<file path="src/rtl/reset_sequencer.sv">
// -----------------------------------------------------------------------------
// reset_sequencer
//
// Board-level reset manager sitting between the PLL and the design core.
// The raw active-low button and the PLL lock are synchronised, the button is
// debounced, and once the PLL is locked with the button released the resets
// are held for HOLD_CYCLES and then released one bit at a time, bit 0 first,
// STAGGER_CYCLES apart. Losing lock or a debounced button press re-asserts
// every reset output. Lock-loss events are counted (saturating at 255).
//
// Ports
//   clk             : PLL output clock, the only clock
//   rst_n           : asynchronous active-low reset, clears all state
//   btn_n_i         : raw user button, low = pressed, asynchronous
//   pll_lock_i      : PLL lock, high = locked, asynchronous
//   rst_o           : active-high resets, released synchronously, bit 0 first
//   ready_o         : high once every rst_o bit is low
//   lock_loss_cnt_o : number of lock-loss events, saturating at 255
//   dbg_state_o     : sequencer state (0 WAIT_LOCK, 1 HOLD, 2 RELEASE, 3 RUN)
//
// There are no valid/ready handshakes in this block; all outputs are plain
// registered levels.
// -----------------------------------------------------------------------------
module reset_sequencer #(
  parameter int SYNC_STAGES     = 2,
  parameter int DEBOUNCE_CYCLES = 65536,
  parameter int HOLD_CYCLES     = 1024,
  parameter int STAGGER_CYCLES  = 16,
  parameter int NUM_RST         = 2
) (
  input  logic               clk,
  input  logic               rst_n,
  input  logic               btn_n_i,
  input  logic               pll_lock_i,
  output logic [NUM_RST-1:0] rst_o,
  output logic               ready_o,
  output logic [7:0]         lock_loss_cnt_o,
  output logic [1:0]         dbg_state_o
);

  localparam int DB_W    = (DEBOUNCE_CYCLES > 1) ? $clog2(DEBOUNCE_CYCLES) : 1;
  localparam int SEQ_MAX = (HOLD_CYCLES > STAGGER_CYCLES) ? HOLD_CYCLES : STAGGER_CYCLES;
  localparam int SEQ_W   = (SEQ_MAX > 1) ? $clog2(SEQ_MAX) : 1;

  localparam logic [DB_W-1:0]    DB_LAST   = DB_W'(DEBOUNCE_CYCLES - 1);
  localparam logic [SEQ_W-1:0]   HOLD_LAST = SEQ_W'(HOLD_CYCLES - 1);
  localparam logic [SEQ_W-1:0]   STAG_LAST = SEQ_W'(STAGGER_CYCLES - 1);
  localparam logic [NUM_RST-1:0] RST_ALL   = '1;
  // Only the top reset bit still asserted: the next release finishes the run.
  localparam logic [NUM_RST-1:0] RST_MSB   = NUM_RST'(1) << (NUM_RST - 1);

  typedef enum logic [1:0] {
    ST_WAIT_LOCK = 2'd0,
    ST_HOLD      = 2'd1,
    ST_RELEASE   = 2'd2,
    ST_RUN       = 2'd3
  } state_t;

  // ---------------------------------------------------------------------------
  // Synchronisers. The button chain resets to "released", lock to "unlocked".
  // ---------------------------------------------------------------------------
  logic [SYNC_STAGES-1:0] r_btn_sync;
  logic [SYNC_STAGES-1:0] r_lock_sync;
  logic                   w_btn_sync;
  logic                   w_lock_sync;

  always_ff @(posedge clk or negedge rst_n) begin
    if (!rst_n) begin
      r_btn_sync  <= '1;
      r_lock_sync <= '0;
    end else begin
      r_btn_sync  <= {r_btn_sync[SYNC_STAGES-2:0], btn_n_i};
      r_lock_sync <= {r_lock_sync[SYNC_STAGES-2:0], pll_lock_i};
    end
  end

  assign w_btn_sync  = r_btn_sync[SYNC_STAGES-1];
  assign w_lock_sync = r_lock_sync[SYNC_STAGES-1];

  // ---------------------------------------------------------------------------
  // Debounce: a change must persist DEBOUNCE_CYCLES consecutive cycles.
  // ---------------------------------------------------------------------------
  logic            r_btn_db;
  logic [DB_W-1:0] r_db_cnt;

  always_ff @(posedge clk or negedge rst_n) begin
    if (!rst_n) begin
      r_btn_db <= 1'b1;
      r_db_cnt <= '0;
    end else if (w_btn_sync != r_btn_db) begin
      if (r_db_cnt == DB_LAST) begin
        r_btn_db <= w_btn_sync;
        r_db_cnt <= '0;
      end else begin
        r_db_cnt <= r_db_cnt + DB_W'(1);
      end
    end else begin
      r_db_cnt <= '0;
    end
  end

  logic w_ok;
  assign w_ok = w_lock_sync & r_btn_db;

  // ---------------------------------------------------------------------------
  // Sequencer FSM
  // ---------------------------------------------------------------------------
  state_t             r_state;
  state_t             w_state_nxt;
  logic [SEQ_W-1:0]   r_cnt;
  logic [SEQ_W-1:0]   w_cnt_nxt;
  logic [NUM_RST-1:0] r_rst;
  logic [NUM_RST-1:0] w_rst_nxt;
  logic               r_ready;
  logic               w_ready_nxt;
  logic [7:0]         r_llc;
  logic [7:0]         w_llc_nxt;
  logic               w_abort;

  always_ff @(posedge clk or negedge rst_n) begin
    if (!rst_n) begin
      r_state <= ST_WAIT_LOCK;
      r_cnt   <= '0;
      r_rst   <= RST_ALL;
      r_ready <= 1'b0;
      r_llc   <= '0;
    end else begin
      r_state <= w_state_nxt;
      r_cnt   <= w_cnt_nxt;
      r_rst   <= w_rst_nxt;
      r_ready <= w_ready_nxt;
      r_llc   <= w_llc_nxt;
    end
  end

  always_comb begin
    w_state_nxt = r_state;
    w_cnt_nxt   = r_cnt;
    w_rst_nxt   = r_rst;
    w_ready_nxt = r_ready;
    w_llc_nxt   = r_llc;
    w_abort     = 1'b0;

    case (r_state)
      ST_WAIT_LOCK: begin
        w_rst_nxt   = RST_ALL;
        w_ready_nxt = 1'b0;
        w_cnt_nxt   = '0;
        if (w_ok) begin
          w_state_nxt = ST_HOLD;
        end
      end

      ST_HOLD: begin
        if (!w_ok) begin
          w_abort = 1'b1;
        end else if (r_cnt == HOLD_LAST) begin
          // Bit 0 is released on the same edge that leaves HOLD.
          w_cnt_nxt = '0;
          w_rst_nxt = RST_ALL << 1;
          if (NUM_RST == 1) begin
            w_state_nxt = ST_RUN;
            w_ready_nxt = 1'b1;
          end else begin
            w_state_nxt = ST_RELEASE;
          end
        end else begin
          w_cnt_nxt = r_cnt + SEQ_W'(1);
        end
      end

      ST_RELEASE: begin
        if (!w_ok) begin
          w_abort = 1'b1;
        end else if (r_cnt == STAG_LAST) begin
          // Lower bits are already clear, so shifting left releases the
          // lowest still-asserted bit.
          w_cnt_nxt = '0;
          w_rst_nxt = r_rst << 1;
          if (r_rst == RST_MSB) begin
            w_state_nxt = ST_RUN;
            w_ready_nxt = 1'b1;
          end
        end else begin
          w_cnt_nxt = r_cnt + SEQ_W'(1);
        end
      end

      ST_RUN: begin
        if (!w_ok) begin
          w_abort = 1'b1;
        end
      end

      default: begin
        w_state_nxt = ST_WAIT_LOCK;
      end
    endcase

    // Common return path to WAIT_LOCK: every reset asserts together.
    if (w_abort) begin
      w_state_nxt = ST_WAIT_LOCK;
      w_cnt_nxt   = '0;
      w_rst_nxt   = RST_ALL;
      w_ready_nxt = 1'b0;
      if (!w_lock_sync && (r_llc != 8'hFF)) begin
        w_llc_nxt = r_llc + 8'd1;
      end
    end
  end

  assign rst_o           = r_rst;
  assign ready_o         = r_ready;
  assign lock_loss_cnt_o = r_llc;
  assign dbg_state_o     = r_state;

endmodule

</file>
<file path="config.mk">
export PLATFORM = sky130hd
export DESIGN_NAME = reset_sequencer
export DESIGN_NICKNAME = d
export VERILOG_FILES = /design/src/rtl/reset_sequencer.sv
export SDC_FILE = /design/constraint.sdc
export NUM_CORES = 1
export LEC_CHECK = 0
export CORE_ASPECT_RATIO = 1.5
export CORE_MARGIN = 2
export CORE_UTILIZATION = 52
export DETAILED_ROUTE_END_ITERATION = 10
export GPL_TIMING_DRIVEN = 0
export MAX_ROUTING_LAYER = met4
export PLACE_DENSITY = 0.75
export SYNTH_ARGS = -nofsm -noshare
export SYNTH_HDL_FRONTEND = slang
export SYNTH_SLANG_ARGS = --single-unit
</file>
<file path="constraint.sdc">
create_clock -name clk -period 1.75 [get_ports clk]
set_input_delay 0.525 -clock clk [delete_from_list [all_inputs] [get_ports clk]]
set_output_delay 0.525 -clock clk [all_outputs]
set_load 0.005 [all_outputs]
</file>
==> out/metrics.yaml, run 1 <==
critical_path:
  crit_path_end_kind: "flip-flop"
  cp.arrival_ns: 2.07
  crit_fanout: 10
  slowest_delay_ns: 0.56
  cp.required_ns: 1.91
  critPathLaunchType: "flip-flop"
  crit_type: "flip-flop to flip-flop"
  crit_chain: "or4_4 > o41a_1 > buf_6 > o21ai_4 > o311ai_1"
clock_tree:
  insertion_delay_ns: 0.29
  numCtsBuffers: 5
  clock-sinks: 44
  clockBufferDepth: 2
  h-tree-depth: 2
  clk_pin_slew_ns: 0.07
logic_synthesis:
  synth-async-reset-ratio_pct: 100
  largest_area_cell: "dfrtp_1"
  synthCells: 238
  top_cells_by_area: "dfrtp_1, xnor2_1, dfstp_2"
  mux_share_pct: 2.33
  simple_gate_share_pct: 19.2
  synth-main-ff-cell: "dfrtp_1"
  netlist_area_um2: 2360
  syn_area_per_cell_um2: 9.91
  fp_nets: 249
  synth-seq-cells: 44
  synthXorXnorAreaFrac_pct: 7.05
  top_cell_area_share_pct: 41.4
  synth_seq_share_pct: 46.9
  netlist_logic_family_top: "simple AND/OR/NAND/NOR gates"
  ys_chip_area_um2: 2360
run_status:
  status: "finished, violations left"
  violations: "negative setup slack"
place:
  dp_cells: 303
  gp_congestion: 0.841
  port_buffers: 16
  post-dp-hpwl_um: 3420
  preCtsSetupSlack_ns: -0.374
timing:
  whs_ns: 0.162
  fin_skew_ns: 0.00731
  fin_ws_ns: -0.167
  max_freq_ghz: 0.522
  final-hold-violation-count: 0
  rsz0062_at_grt: "yes"
  setup_tns_ns: -1.69
  worstMarginPinSlew_ns: 0.424
  max_slew_margin_pct: 71.7
  setup_viol: 14
  period_needed_ns: 1.92
route:
  wl_per_cell_um: 16.1
  drtAntennaViolNets: 0
  drtIter0Drc: 71
  drc: 0
  via_count: 2000
  viasPerCell: 6.04
job:
  cap_violations: 0
  openroad.warnings: 32
die:
  chipArea_um2: 5100
  die_h_um: 86.5
  pin_count: 17
  die-width_um: 59.0
  coreArea_um2: 4430
  fp_util_pct: 53.3
power:
  powerDensity_nw_per_um2: 580
  p_seq_share_pct: 59.2
  internal_power_mw: 1.40
  leakage_nw: 1.22
  power.total_mw: 1.75
  pwr-share-clk_pct: 37.7
  combPwrFrac_pct: 3.1
  power.net_switching_mw: 0.353
finish:
  final_core_util_pct: 68.2
  final_area_um2: 3020
  synthToLayoutAreaGrowth_pct: 27.9
global_routing:
  grt_pass1_vias: 1973
  grt-ovfl-total: 0
  grt_use_total_pct: 22.2
hold_path:
  hp-class: "input pin to asynchronous set/reset pin"
## run 1: critical path, delay by kind of cell (launching register included)
kind	cells	cell delay, ns
buf+inv	1	0.15
compound gates	3	0.66
simple gates	1	0.56
flops	1	0.41
## run 1: power groups by stage
stage / Combinational [mW] / Clock, mW / Sequential [mW]
floorplan: 0.0190 / 0 / 1.05
global placement: 0.0501 / 0 / 1.06
detailed placement: 0.0545 / 0 / 1.06
CTS: 0.0550 / 0.674 / 1.04
global route: 0.0624 / 0.716 / 1.04
finish: 0.0543 / 0.660 / 1.04
## run 1: flip-flops by register name (all words and copies together), names as in the netlist
signal           cells
r_db_cnt            16
r_cnt               10
lock_loss_cnt_o      8
dbg_state_o          2
r_btn_sync           2
r_lock_sync          2
rst_o                2
r_btn_db             1
ready_o              1
## run 1: final cells by class
cell class              count  area [um2]
flip-flops and latches     44        1110
repair buffers             41         359
inverters                  10        37.5
multi-input cells         177        1320
well taps                  48        60.1
clock buffers               7        96.3
plain buffers               4        30.0
fillers                   353        1410
## run 1: final timing paths
check	to	slack [ns]	start	cells after the start
worst max-delay path	r_cnt[7]	-0.17	r_cnt[9]	5
worst min-delay path	r_db_cnt[13]	0.16	rst_n	1
worst max register to register	r_cnt[7]	-0.17	r_cnt[9]	5
worst min register to register	r_lock_sync[1]	0.35	r_lock_sync[0]	0
max in group asynchronous	lock_loss_cnt_o[3]	1.10	rst_n	2
min in group clk	r_lock_sync[1]	0.35	r_lock_sync[0]	0
## run 1: cell usage after synthesis, types with 6 or more instances
| cell type | n |
|---|---|
| nand2_1 | 28 |
| o21ai_1 | 7 |
| ha_1 | 7 |
| nand4_1 | 7 |
| o211ai_1 | 6 |
| nand3_1 | 12 |
| inv_1 | 10 |
| xnor2_1 | 16 |
| nor3_1 | 8 |
| o2111ai_1 | 8 |
| dfrtp_1 | 39 |
| nor2_1 | 23 |
## run 1: routing by layer
layer | global-route usage [%] | vias up | wire [um]
met1 | 22.4 | 992 | 2020
li1 | - | 961 | -
met2 | 41.2 | 34 | 3100
met5 | - | - | 0
met3 | 3.43 | 13 | 112
met4 | 9.09 | 0 | 115
## run 1: placed cells by master, fill, tap and decap left out, drive strengths merged, types with 2 or more instances in the layout
cell type	count
a2bb2oi	2
nand3	13
dlygate4sd2	3
xnor2	16
buf	28
a31oi	2
or4	2
clkdlybuf4s50	9
dfstp	5
o2111ai	8
o311ai	2
a21oi	5
nand4	7
nand2	28
or3	2
ha	7
nor4	3
xor2	3
inv	10
mux2	4
dlymetal6s2s	3
o21ai	12
dfrtp	39
nor2	23
clkbuf	9
nor3	8
o21a	2
and3	2
o41ai	2
o211ai	7
## run 1: cells by family after synthesis
family,after synthesis
adders and majority gates,7
and+or+nand+nor,94
DFF,44
xor gates and xnor gates,19
AOI/OAI and AO/OA,52
muxes,5
buffers and inverters,17
## run 1: repair_timing
action	in CTS	in global routing
hold buffers	0	0
setup endpoints to repair	35	33
buffers inserted	18	7
pin swaps	8	7
resized	14	27
### Register map, names as in the netlist, run 1

(3 px per um) Other sequential cells in the stronger gray, the rest of the logic in the fainter gray.
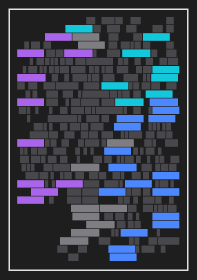
r_cnt: marked purple, flops 10. r_db_cnt: marked blue, flops 16. lock_loss_cnt_o: marked cyan, flops 8, where upper right.
Another 10 sequential cells are not colored.

### Signal wires by layer, run 1

(4 px per um)
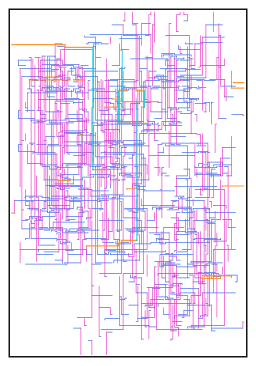
M1: marked blue, wire length 2020 um. M4: marked cyan, wire length 116 um. M2: marked magenta, wire length 3100 um. M3: marked orange, wire length 113 um.

### Port wiring, run 1

(4 px per um)
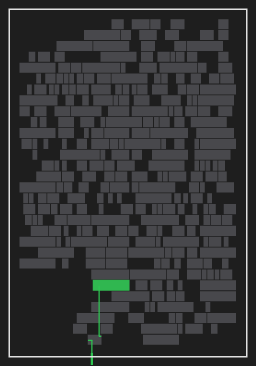
pll_lock_i: marked green, bits 1, direction input, end cells 1, buffers 1, wire 17.5 um.

### Ports around the boundary, run 1

(3 px per um) Pins as bars across the die edge, other pins in gray.
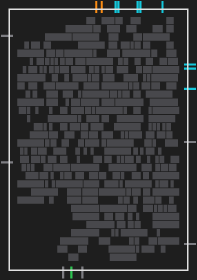
dbg_state_o: marked orange, pins 2, direction output, edge top. lock_loss_cnt_o: marked cyan, pins 8, direction output, edge 5 top, 3 right. pll_lock_i: marked green, pins 1, direction input, edge bottom.
All pins by edge: 7 top, 5 right, 3 bottom, 2 left.

==> run 2, diff against run 1 <==
- CAP_MARGIN: not set -> 10
### Signal wires by layer, run 2

(4 px per um)
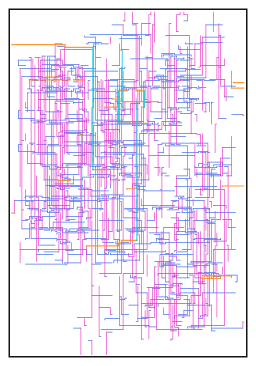
M4: marked cyan, wire length 116 um. M3: marked orange, wire length 113 um. M1: marked blue, wire length 2020 um. M2: marked magenta, wire length 3100 um.

### Port wiring, run 2

(4 px per um)
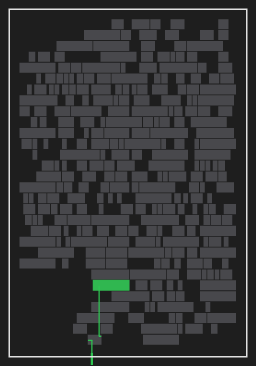
pll_lock_i: marked green, bits 1, direction input, end cells 1, buffers 1, wire 17.5 um.

==> out/metrics.yaml, run 2 <==
logic_synthesis:
  syn_area_per_cell_um2: 9.91
  ys_top_cells_by_count: "dfrtp_1, nand2_1, nor2_1"
  synth-async-reset-ratio_pct: 100
  fp_nets: 249
  top_cell: "dfrtp_1"
  netlist_area_um2: 2360
  ys_chip_area_um2: 2360
  synth-main-ff-cell: "dfrtp_1"
  top_cells_by_area: "dfrtp_1, xnor2_1, dfstp_2"
  synth-seq-cells: 44
  synth_seq_share_pct: 46.9
  synthCells: 238
  top_cell_area_share_pct: 41.4
  largest_area_cell: "dfrtp_1"
critical_path:
  critPathLaunchType: "flip-flop"
  crit_type: "flip-flop to flip-flop"
  r2r-start: "r_cnt[9]"
  crit_fanout: 10
  rrSetupSlack_ns: -0.17
  cp.required_ns: 1.91
  r2r-end: "r_cnt[7]"
  reg2reg_depth: 5
  cp.arrival_ns: 2.07
  crit_path_end_kind: "flip-flop"
finish:
  layout_top_cell: "dfrtp_1"
  synthToLayoutAreaGrowth_pct: 27.9
  largest_register: "r_db_cnt"
  post_layout_nonfiller_instances: 331
  largest_reg_flops: 16
  lay_top_cells: "dfrtp_1, nand2_1, buf_4"
  nets: 294
global_routing:
  globalRouteMet1Util_pct: 22.4
  grt.met2_usage_pct: 41.2
  grt_pass1_vias: 1973
  grt_max_degree: 28
  antenna_found_initial: 0
  grt-busiest-layer: "met2"
  grt_use_total_pct: 22.2
  grt-ovfl-total: 0
  grt_use_met3_pct: 3.43
run_status:
  violations: "negative setup slack"
  status: "finished, violations left"
clock_tree:
  insertion_delay_ns: 0.29
  clockBufferDepth: 2
  clock-sinks: 44
  clk_pin_slew_ns: 0.07
  numCtsBuffers: 5
  h-tree-depth: 2
die:
  fp_util_pct: 53.3
  die-width_um: 59.0
  pin_count: 17
  coreArea_um2: 4430
  chipArea_um2: 5100
  die_h_um: 86.5
place:
  dp_cells: 303
  post-dp-hpwl_um: 3420
  port_buffers: 16
  gp_congestion: 0.841
timing:
  setup_tns_ns: -1.69
  rsz0062_at_grt: "yes"
  max_slew_margin_pct: 71.7
  setup_viol: 14
  whs_ns: 0.162
  max_freq_ghz: 0.522
  final-hold-violation-count: 0
  worstMarginPinSlew_ns: 0.424
  period_used_pct: 110
  fin_skew_ns: 0.00731
  fin_ws_ns: -0.167
  period_needed_ns: 1.92
job:
  cap_violations: 0
  openroad.warnings: 32
route:
  wl_per_cell_um: 16.1
  drtIter0Drc: 71
  drtAntennaViolNets: 0
  via_count: 2000
  viasPerCell: 6.04
  drc: 0
hold_path:
  hp-class: "input pin to asynchronous set/reset pin"
power:
  leakage_nw: 1.22
  powerDensity_nw_per_um2: 580
  power.total_mw: 1.75
run 2: cell counts after synthesis:
Identical to the previous run, type by type.
run 2: critical path: stages (launching register included):
cell and delay [ns]:
dfrtp_1 0.41, or4_4 0.56, o41a_1 0.33, buf_6 0.15, o21ai_4 0.20, o311ai_1 0.13
run 2: layer usage:
metal	routed length, um	vias up
li1	-	961
met5	0	-
met3	112	13
met1	2020	992
met2	3100	34
met4	115	0
run 2: cells by family after synthesis:
| kind of cell | share of synthesized area (%) |
|---|---|
| mux | 2.33 |
| simple gates | 19.2 |
| compound gates | 18.0 |
| flops | 46.9 |
| buf+inv | 2.76 |
| fa+ha+maj | 3.71 |
| xor+xnor | 7.05 |
run 2: stage by stage:
| stage | setup WS [ns] | util [%] | cell area, um2 |
|---|---|---|---|
| 6_report | -0.167 | 68.2 | 3020 |
| 5_1_grt | -0.218 | 68.2 | 3020 |
| 4_1_cts | -0.204 | 64.4 | 2850 |
| 3_5_place_dp | -0.374 | 58.9 | 2610 |
| 3_3_place_gp | -0.987 | 58.5 | 2590 |
| 2_1_floorplan | -0.0857 | - | 2370 |
run 2: power by group:
group          leakage [nW]  internal [mW]  switching [mW]
Clock                0.0503          0.351           0.309
Combinational         0.590         0.0183          0.0361
Sequential            0.580           1.03         0.00774
run 2: what timing repair did:
| item | in CTS | in global routing |
|---|---|---|
| pin swaps | 8 | 7 |
| hold buffers | 0 | 0 |
| setup buffers | 18 | 7 |
| gates resized | 14 | 27 |
| setup endpoints to repair | 35 | 33 |
| endpoints found under the hold margin | 0 | 0 |
run 2: worst max path at each step:
| stage | start | endpoint | slack [ns] | depth (start not counted) |
|---|---|---|---|---|
| 6_report | r_cnt[9] | r_cnt[7] | -0.17 | 5 |
| 3_3_place_gp | rst_n | r_cnt[6] | -0.99 | 1 |
| 3_5_place_dp | dbg_state_o[0] | r_cnt[9] | -0.37 | 6 |
| 4_1_cts | r_cnt[9] | r_cnt[7] | -0.20 | 5 |
| 2_1_floorplan | r_cnt[5] | r_cnt[2] | -0.09 | 5 |
| 5_1_grt | r_cnt[8] | r_cnt[2] | -0.22 | 5 |
run 2: area by class of cell:
type | instances | area, um2
Timing Repair Buffer | 41 | 359
Fill cell | 353 | 1410
Tap cell | 48 | 60.1
Inverter | 10 | 37.5
Clock buffer | 7 | 96.3
Sequential cell | 44 | 1110
Buffer | 4 | 30.0
Multi-Input combinational cell | 177 | 1320
==> run 3, diff against run 2 <==
- SLEW_MARGIN: not set -> 20
### Track usage over the die, run 3

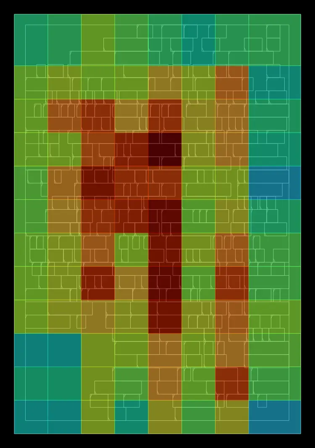
GRT busiest layer: met2
Post-Route Utilization: 68.2%

### Register map, names as in the netlist, run 3

(3 px per um) Other sequential cells in the stronger gray, the rest of the logic in the fainter gray.
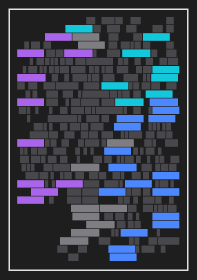
r_cnt: marked purple, flops 10. r_db_cnt: marked blue, flops 16. lock_loss_cnt_o: marked cyan, flops 8, where upper right.
Another 10 sequential cells are not colored.

==> out/metrics.yaml, run 3 <==
global_routing:
  grt_pass1_vias: 1973
  antenna_found_initial: 0
  grt_max_degree: 28
logic_synthesis:
  fp_nets: 249
  top_cells_by_area: "dfrtp_1, xnor2_1, dfstp_2"
  synth_seq_share_pct: 46.9
  top_cell: "dfrtp_1"
  synth-async-reset-ratio_pct: 100
  ys_chip_area_um2: 2360
  netlist_area_um2: 2360
  synth-main-ff-cell: "dfrtp_1"
  largest_area_cell: "dfrtp_1"
  syn_area_per_cell_um2: 9.91
  top_cell_area_share_pct: 41.4
finish:
  layout.area.comb_um2: 1320
  nets: 294
  fillers: 353
  regArea_um2: 1110
  layout_top_cell: "dfrtp_1"
  lay_top_cells: "dfrtp_1, nand2_1, buf_4"
  largest_reg_flops: 16
route:
  drtIter0Drc: 71
  via_count: 2000
  viasPerCell: 6.04
  wl_per_cell_um: 16.1
  drc: 0
  drtAntennaViolNets: 0
place:
  preCtsSetupSlack_ns: -0.374
  gp_congestion: 0.841
  post-dp-hpwl_um: 3420
  dp_cells: 303
hold_path:
  hp-class: "input pin to asynchronous set/reset pin"
timing:
  setup_viol: 14
  period_used_pct: 110
  period_needed_ns: 1.92
  max_freq_ghz: 0.522
  max_slew_margin_pct: 71.7
  whs_ns: 0.162
  final-hold-violation-count: 0
  rsz0062_at_grt: "yes"
  worstMarginPinSlew_ns: 0.424
  fin_ws_ns: -0.167
critical_path:
  crit_type: "flip-flop to flip-flop"
  critPathLaunchType: "flip-flop"
  cp.required_ns: 1.91
  slowest_stage: "or4_4"
  crit_start: "r_cnt[9]"
  slowest_delay_ns: 0.56
  r2r-start: "r_cnt[9]"
job:
  openroad.warnings: 32
  cap_violations: 0
die:
  chipArea_um2: 5100
  die-width_um: 59.0
  pin_count: 17
  coreArea_um2: 4430
  die_h_um: 86.5
clock_tree:
  clockBufferDepth: 2
  clk_pin_slew_ns: 0.07
  numCtsBuffers: 5
  h-tree-depth: 2
  clock-sinks: 44
run_status:
  status: "finished, violations left"
  violations: "negative setup slack"
power:
  powerDensity_nw_per_um2: 580
  leakage_nw: 1.22
run 3: what timing repair did:
action	in CTS	in global routing
pin swaps	8	7
buffers inserted	18	7
hold buffers	0	0
endpoints found under the setup margin	35	33
gates resized	14	27
run 3: layout make-up:
class,count,share of cell area (%)
inverter,10,1.24
timing repair buffer,41,11.9
clock buffer,7,3.19
tap,48,1.99
buffer,4,0.995
multi-input combinational,177,43.8
sequential,44,36.9
run 3: where the power goes:
| part | internal (mW) | total, mW | leakage, nW | switching, mW |
|---|---|---|---|---|
| Combinational | 0.0183 | 0.0543 | 0.590 | 0.0361 |
| Clock | 0.351 | 0.660 | 0.0503 | 0.309 |
| Sequential | 1.03 | 1.04 | 0.580 | 0.00774 |
| Total | 1.40 | 1.75 | 1.22 | 0.353 |
run 3: metrics by stage:
| step | setup TNS [ns] | power, mW | utilization, % | cell area [um2] |
|---|---|---|---|---|
| finish | -1.69 | 1.75 | 68.2 | 3020 |
| global route | -2.44 | 1.82 | 68.2 | 3020 |
| CTS | -2.16 | 1.77 | 64.4 | 2850 |
| detailed placement | -7.04 | 1.11 | 58.9 | 2610 |
| global placement | -48.19 | 1.11 | 58.5 | 2590 |
| floorplan | -0.727 | 1.07 | - | 2370 |
run 3: metal layers:
layer | vias to the layer above | global-route usage (%) | share of wire (%)
met2 | 34 | 41.2 | 58
met4 | 0 | 9.09 | 2.2
li1 | 961 | - | -
met1 | 992 | 22.4 | 38
met5 | - | - | 0
met3 | 13 | 3.43 | 2.1
run 3: worst max-delay path: cells and delay by family (launching register included):
family                 cells  cell delay (ns)
AND-OR/OR-AND              3             0.66
flip-flops                 1             0.41
AND/OR/NAND/NOR            1             0.56
buffers and inverters      1             0.15
run 3: cells by family (layout without fill, tap and decap cells):
group,Yosys count,after routing,synth area share (%)
and+or+nand+nor,94,94,19.2
adders and majority gates,7,7,3.71
DFF,44,44,46.9
buffers and inverters,17,62,2.76
muxes,5,5,2.33
xor gates and xnor gates,19,19,7.05
AOI/OAI and AO/OA,52,52,18.0
run 3: path summary, 6_finish.rpt:
kind,endpoint,slack [ns],cells past startpoint
min reg2reg,r_lock_sync[1],0.35,0
max,r_cnt[7],-0.17,5
max reg2reg,r_cnt[7],-0.17,5
min,r_db_cnt[13],0.16,1
min in group clk,r_lock_sync[1],0.35,0
max in group asynchronous,lock_loss_cnt_o[3],1.10,2
Power is estimated from default activity; no workload was simulated.
